## src/rtl/dmem_byte_arbiter_if.sv

```systemverilog
// Word-request bus shared by the two requesters and the byte-wide data memory.
// The slave modport is the arbiter's view; master is the requester/memory side.
interface dmem_byte_arbiter_if #(
  parameter int ADDR_W = 8
);
  logic              req0;
  logic              req1;
  logic              we0;
  logic              we1;
  logic [31:0]       addr0;
  logic [31:0]       addr1;
  logic [31:0]       wdata0;
  logic [31:0]       wdata1;
  logic              ack0;
  logic              ack1;
  logic [31:0]       rdata0;
  logic [31:0]       rdata1;
  logic              busy;
  logic              gnt;
  logic [ADDR_W-1:0] mem_addr;
  logic              mem_we;
  logic [7:0]        mem_wdata;
  logic [7:0]        mem_rdata;

  modport slave (
    input  req0, req1, we0, we1, addr0, addr1, wdata0, wdata1, mem_rdata,
    output ack0, ack1, rdata0, rdata1, busy, gnt, mem_addr, mem_we, mem_wdata
  );

  modport master (
    output req0, req1, we0, we1, addr0, addr1, wdata0, wdata1, mem_rdata,
    input  ack0, ack1, rdata0, rdata1, busy, gnt, mem_addr, mem_we, mem_wdata
  );
endinterface

```

## src/rtl/dmem_byte_arbiter.sv

```systemverilog
// Round-robin arbiter sharing a byte-wide memory between two 32-bit word ports;
// each word moves as four big-endian byte beats, then a one-cycle ack.
module dmem_byte_arbiter #(
  parameter int ADDR_W = 8
) (
  input  logic                 clk,
  input  logic                 rst_n,
  dmem_byte_arbiter_if.slave   bus
);
  typedef enum logic [1:0] {IDLE, BEAT, DONE} state_t;

  state_t            state_q;
  logic [1:0]        cnt_q;
  logic              gnt_q;
  logic              last_q;
  logic              we_q;
  logic [ADDR_W-1:0] base_q;
  logic [31:0]       wdata_q;
  logic [31:0]       shadow0_q;
  logic [31:0]       shadow1_q;
  logic [31:0]       rdata0_q;
  logic [31:0]       rdata1_q;
  logic              ack0_q;
  logic              ack1_q;
  logic              busy_q;

  logic              arb_win;
  logic              beat_act;
  logic [7:0]        wbyte [4];
  logic              unused_addr_hi;

  // On a tie the port that did not win last time gets the grant.
  assign arb_win  = (bus.req0 && bus.req1) ? ~last_q : bus.req1;
  assign beat_act = (state_q == BEAT);
  assign unused_addr_hi = ^{bus.addr0[31:ADDR_W], bus.addr1[31:ADDR_W]};

  // Lane 0 is the most significant byte, so the base address holds [31:24].
  for (genvar gi = 0; gi < 4; gi++) begin : g_lane
    assign wbyte[gi] = wdata_q[31-8*gi -: 8];
  end

  always_ff @(posedge clk or negedge rst_n) begin
    if (!rst_n) begin
      state_q   <= IDLE;
      cnt_q     <= 2'd0;
      gnt_q     <= 1'b0;
      last_q    <= 1'b1;
      we_q      <= 1'b0;
      base_q    <= '0;
      wdata_q   <= 32'h0;
      shadow0_q <= 32'h0;
      shadow1_q <= 32'h0;
      rdata0_q  <= 32'h0;
      rdata1_q  <= 32'h0;
      ack0_q    <= 1'b0;
      ack1_q    <= 1'b0;
      busy_q    <= 1'b0;
    end else begin
      case (state_q)
        IDLE: begin
          if (bus.req0 || bus.req1) begin
            state_q <= BEAT;
            gnt_q   <= arb_win;
            last_q  <= arb_win;
            we_q    <= arb_win ? bus.we1 : bus.we0;
            base_q  <= arb_win ? bus.addr1[ADDR_W-1:0] : bus.addr0[ADDR_W-1:0];
            wdata_q <= arb_win ? bus.wdata1 : bus.wdata0;
            cnt_q   <= 2'd0;
            busy_q  <= 1'b1;
          end
        end
        BEAT: begin
          // ~cnt_q is the big-endian lane position (3 - k) of beat k.
          if (!we_q) begin
            if (gnt_q) shadow1_q[{~cnt_q, 3'b000} +: 8] <= bus.mem_rdata;
            else       shadow0_q[{~cnt_q, 3'b000} +: 8] <= bus.mem_rdata;
          end
          cnt_q <= cnt_q + 2'd1;
          if (cnt_q == 2'd3) begin
            state_q <= DONE;
            if (gnt_q) ack1_q <= 1'b1;
            else       ack0_q <= 1'b1;
            // The last byte arrives on this same edge, so merge it directly.
            if (!we_q) begin
              if (gnt_q) rdata1_q <= {shadow1_q[31:8], bus.mem_rdata};
              else       rdata0_q <= {shadow0_q[31:8], bus.mem_rdata};
            end
          end
        end
        DONE: begin
          ack0_q  <= 1'b0;
          ack1_q  <= 1'b0;
          busy_q  <= 1'b0;
          state_q <= IDLE;
        end
        default: state_q <= IDLE;
      endcase
    end
  end

  assign bus.mem_addr  = beat_act ? base_q + ADDR_W'(cnt_q) : '0;
  assign bus.mem_we    = beat_act & we_q;
  assign bus.mem_wdata = (beat_act && we_q) ? wbyte[cnt_q] : 8'h00;
  assign bus.ack0      = ack0_q;
  assign bus.ack1      = ack1_q;
  assign bus.rdata0    = rdata0_q;
  assign bus.rdata1    = rdata1_q;
  assign bus.busy      = busy_q;
  assign bus.gnt       = gnt_q;
endmodule

```

## src/flat_wrapper.sv

```systemverilog
// flat-port wrapper written by rule: the top's interface ports become plain ports
module dmem_byte_arbiter_flat 
#(
  parameter int ADDR_W = 8
)
  (clk, rst_n, bus_req0, bus_req1, bus_we0, bus_we1, bus_addr0, bus_addr1, bus_wdata0, bus_wdata1, bus_mem_rdata, bus_ack0, bus_ack1, bus_rdata0, bus_rdata1, bus_busy, bus_gnt, bus_mem_addr, bus_mem_we, bus_mem_wdata);
  dmem_byte_arbiter_if #(.ADDR_W(ADDR_W)) bus_i ();
  input  logic clk;
  input  logic rst_n;
  input wire logic [$bits(bus_i.req0)-1:0] bus_req0;
  input wire logic [$bits(bus_i.req1)-1:0] bus_req1;
  input wire logic [$bits(bus_i.we0)-1:0] bus_we0;
  input wire logic [$bits(bus_i.we1)-1:0] bus_we1;
  input wire logic [$bits(bus_i.addr0)-1:0] bus_addr0;
  input wire logic [$bits(bus_i.addr1)-1:0] bus_addr1;
  input wire logic [$bits(bus_i.wdata0)-1:0] bus_wdata0;
  input wire logic [$bits(bus_i.wdata1)-1:0] bus_wdata1;
  input wire logic [$bits(bus_i.mem_rdata)-1:0] bus_mem_rdata;
  output wire logic [$bits(bus_i.ack0)-1:0] bus_ack0;
  output wire logic [$bits(bus_i.ack1)-1:0] bus_ack1;
  output wire logic [$bits(bus_i.rdata0)-1:0] bus_rdata0;
  output wire logic [$bits(bus_i.rdata1)-1:0] bus_rdata1;
  output wire logic [$bits(bus_i.busy)-1:0] bus_busy;
  output wire logic [$bits(bus_i.gnt)-1:0] bus_gnt;
  output wire logic [$bits(bus_i.mem_addr)-1:0] bus_mem_addr;
  output wire logic [$bits(bus_i.mem_we)-1:0] bus_mem_we;
  output wire logic [$bits(bus_i.mem_wdata)-1:0] bus_mem_wdata;
  assign bus_i.req0 = bus_req0;
  assign bus_i.req1 = bus_req1;
  assign bus_i.we0 = bus_we0;
  assign bus_i.we1 = bus_we1;
  assign bus_i.addr0 = bus_addr0;
  assign bus_i.addr1 = bus_addr1;
  assign bus_i.wdata0 = bus_wdata0;
  assign bus_i.wdata1 = bus_wdata1;
  assign bus_i.mem_rdata = bus_mem_rdata;
  assign bus_ack0 = bus_i.ack0;
  assign bus_ack1 = bus_i.ack1;
  assign bus_rdata0 = bus_i.rdata0;
  assign bus_rdata1 = bus_i.rdata1;
  assign bus_busy = bus_i.busy;
  assign bus_gnt = bus_i.gnt;
  assign bus_mem_addr = bus_i.mem_addr;
  assign bus_mem_we = bus_i.mem_we;
  assign bus_mem_wdata = bus_i.mem_wdata;
  dmem_byte_arbiter #(.ADDR_W(ADDR_W)) u_core (.clk(clk), .rst_n(rst_n), .bus(bus_i));
endmodule
```

## config.mk

```make
export PLATFORM = sky130hd
export DESIGN_NAME = dmem_byte_arbiter_flat
export DESIGN_NICKNAME = d
export VERILOG_FILES = /design/src/rtl/dmem_byte_arbiter_if.sv /design/src/rtl/dmem_byte_arbiter.sv /design/src/flat_wrapper.sv
export SDC_FILE = /design/constraint.sdc
export NUM_CORES = 1
export LEC_CHECK = 0
export CAP_MARGIN = 20
export CELL_PAD_IN_SITES_DETAIL_PLACEMENT = 1
export CELL_PAD_IN_SITES_GLOBAL_PLACEMENT = 1
export CORE_MARGIN = 1.5
export CORE_UTILIZATION = 39
export CTS_CLUSTER_DIAMETER = 30
export DETAILED_ROUTE_END_ITERATION = 10
export PLACE_DENSITY = 0.88
export RECOVER_POWER = 25
export SLEW_MARGIN = 15
export SYNTH_ARGS = -nofsm -noshare
export SYNTH_HDL_FRONTEND = slang
export SYNTH_SLANG_ARGS = --single-unit
```

## constraint.sdc

```tcl
create_clock -name clk -period 5.8 [get_ports clk]
set_input_delay 1.16 -clock clk [delete_from_list [all_inputs] [get_ports clk]]
set_output_delay 1.16 -clock clk [all_outputs]
set_load 0.05 [all_outputs]
```

**Wiring heat map**

Bar = 50 um. 28 x 28 tiles, from black (low) to pale yellow (high), scaled to the fullest tile. Values are wire area over tile area, all layers added.
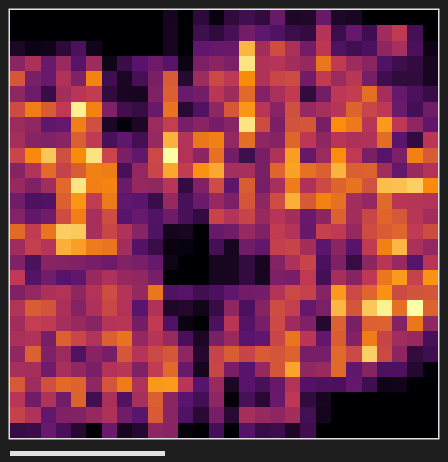
emptiest ninth of the die: top left
nearly empty tiles: 9.2%
densest ninth of the die: right middle

**Metal 1**

Bar = 50 um.
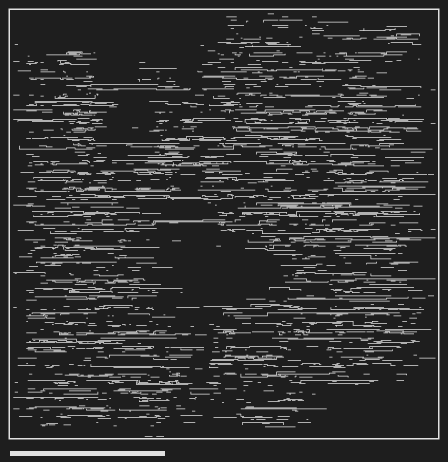
wire length on this layer: 7580 um
main direction: horizontal
share of all routed wire: 40%
longest straight run: 42.5 um
nets with wire on the layer: 753
Vias: 5171
GRT met1 Usage: 0.241
drt total wl: 18900 um

**Routing congestion**

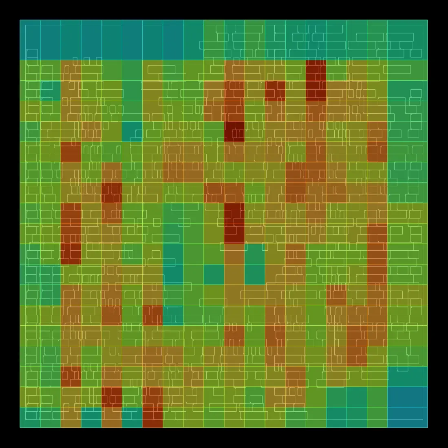
WL/cell: 18.7 um
met2 Use GR: 0.377
total track usage: 0.212
GR Layer Usage met3: 0.0740

**Metal 2**

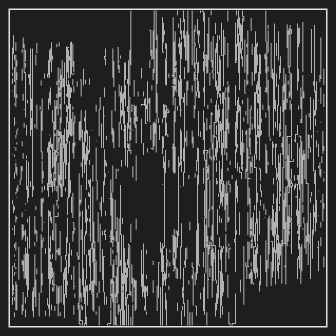
share of all routed wire: 51%
longest straight run: 64.6 um
nets with wire on the layer: 777
wire length on this layer: 9690 um
main direction: vertical

**Local utilization**

Bar = 50 um. 14 x 14 tiles, from black (low) to pale yellow (high), 0 to 100% covered.
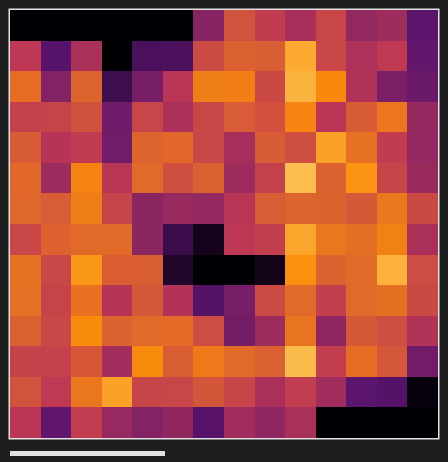
nearly empty tiles: 6.6%
mean over tiles: 49%
tiles over 75% full: 5.6%
fullest tile: 86%

==> out/metrics.yaml <==
outcome:
  status: "finished, violations left"
  violations: "max-capacitance violations, max-slew violations"
logic_synthesis:
  largest_area_cell: "dfrtp_1"
  ys_chip_area_um2: 7080
  synth_warnings: 0
  synth_nets: 753
  mux_share: 0.190
  synthFlopType: "dfrtp_1"
  yosys_cells: 599
  syn_area_per_cell_um2: 11.8
  netlist_area_um2: 7080
  top_cell_area_share: 0.569
die:
  ios: 227
  fp_util: 0.395
  die_area_um2: 19000
min_path:
  hold_class: "reg2reg"
  hp-start: "u_core.shadow0_q[18]"
finish:
  nFillCells: 1844
  postLayoutCoreUtil: 0.539
  nets: 924
  syn_to_final_growth_pct: 36.3
  logic_area_um2: 2820
  drive_gt1_frac: 0.149
pwr:
  powerDensity_nw_per_um2: 600
  ir_drop_mv: 0.318
grt:
  antenna_found_initial: 1
  grt_max_degree: 82
  globalRouteOverflowTotal: 0
  grt_pass1_wl_um: 30000
  grt_pass1_vias: 5655
place:
  gp_congestion: 0.762
routing:
  drc: 0
  drt_pass1_iterations: 4
  vias_per_cell: 5.10
clock_network:
  cts.sinks: 162
  cts_tree: "built"
  insertion_delay_ns: 0.43
  cts_setup_buffers: 0
sta:
  setup_tns_ns: 0
  max_freq_ghz: 0.221
  maxSlewViolCount: 40
  setup_viol: 0
critical_path:
  worstSetupPathType: "reg2out"
  required_ns: 4.64
  crit_start: "u_core.cnt_q[0]"
  startpoint_type: "flip-flop"
  cp.arrival_ns: 3.36
  rr_startpoint: "u_core.cnt_q[0]"
run:
  warnings: 81
  drv.max_cap_violation_count: 1
-- per-layer routing --
layer  GRT usage  wire [um]
met5           0          0
met2       0.377       9690
met1       0.241       7580
met4      0.0631        238
met3      0.0740       1380
-- final timing paths --
| check | to | depth (start not counted) | slack (ns) |
|---|---|---|---|
| worst max-delay path | bus_mem_addr[6] | 6 | 1.28 |
| worst min-delay path | u_core.shadow0_q[18] | 2 | 0.48 |
| worst max register to register | u_core.bus.rdata0[12] | 5 | 3.22 |
| worst min register to register | u_core.shadow0_q[18] | 2 | 0.48 |
| max in group asynchronous | u_core.bus.rdata1[30] | 2 | 2.70 |
| min in group asynchronous | u_core.bus.rdata0[1] | 1 | 0.69 |
-- where the power goes --
group          total [mW]  internal (mW)  switching [mW]
registers            2.02           1.65           0.370
logic                2.62          0.978            1.64
clock network        1.15          0.648           0.498
total                5.79           3.28            2.51
-- registers in the layout (all words and copies together) (netlist names) --
name / cells
u_core.base_q: 8
u_core.bus.ack0: 1
u_core.bus.ack1: 1
u_core.bus.busy: 1
u_core.bus.gnt: 1
u_core.bus.rdata0: 32
u_core.bus.rdata1: 32
u_core.cnt_q: 2
u_core.last_q: 1
u_core.shadow0_q: 24
u_core.shadow1_q: 24
u_core.state_q: 2
u_core.wbyte: 32
u_core.we_q: 1
-- worst max-delay path, stage by stage, from the launching register on --
cell and delay, ns:
dfrtp_1 0.90, ha_1 0.33, fa_1 0.25, inv_1 0.07, or3_1 0.36, a21oi_1 0.18, clkdlybuf4s50_1 0.83
-- stage by stage --
| stage | worst slack, ns | cell area, um2 | instances | total power [mW] |
|---|---|---|---|---|
| global placement | 1.74 | 9040 | 979 | 4.52 |
| floorplan | 2.51 | 7080 | 599 | 3.71 |
| global route | 1.08 | 9650 | 1013 | 6.13 |
| finish | 1.28 | 9650 | 1013 | 5.79 |
| detailed placement | 1.68 | 9040 | 979 | 4.68 |
| CTS | 1.20 | 9640 | 1011 | 5.84 |
-- cell families after synthesis --
| logic type | Yosys count |
|---|---|
| compound gates | 111 |
| simple gates | 151 |
| flops | 162 |
| fa+ha+maj | 12 |
| buf+inv | 45 |
| xor+xnor | 2 |
| mux | 116 |
-- cell usage after synthesis, types with 3 or more instances --
cell type	n
o21ai_0	96
nand4bb_1	3
buf_6	3
buf_4	5
inv_1	10
clkbuf_1	13
mux2_1	3
and2_1	11
nand4b_1	4
nand3_1	4
mux2_2	63
mux2i_1	42
nand2_1	114
mux4_2	8
buf_2	12
o31ai_1	4
ha_1	11
a21oi_1	7
dfrtp_1	161
or3_1	3
-- cell type report --
class                           instances  share of cell area
Sequential cell                       162               0.420
Antenna cell                            1            0.000259
Multi-Input combinational cell        392               0.292
Tap cell                              229              0.0297
Timing Repair Buffer                  185               0.190
Clock inverter                         15              0.0184
Inverter                               12             0.00467
Clock buffer                           17              0.0441
Power is estimated from default activity; no workload was simulated.
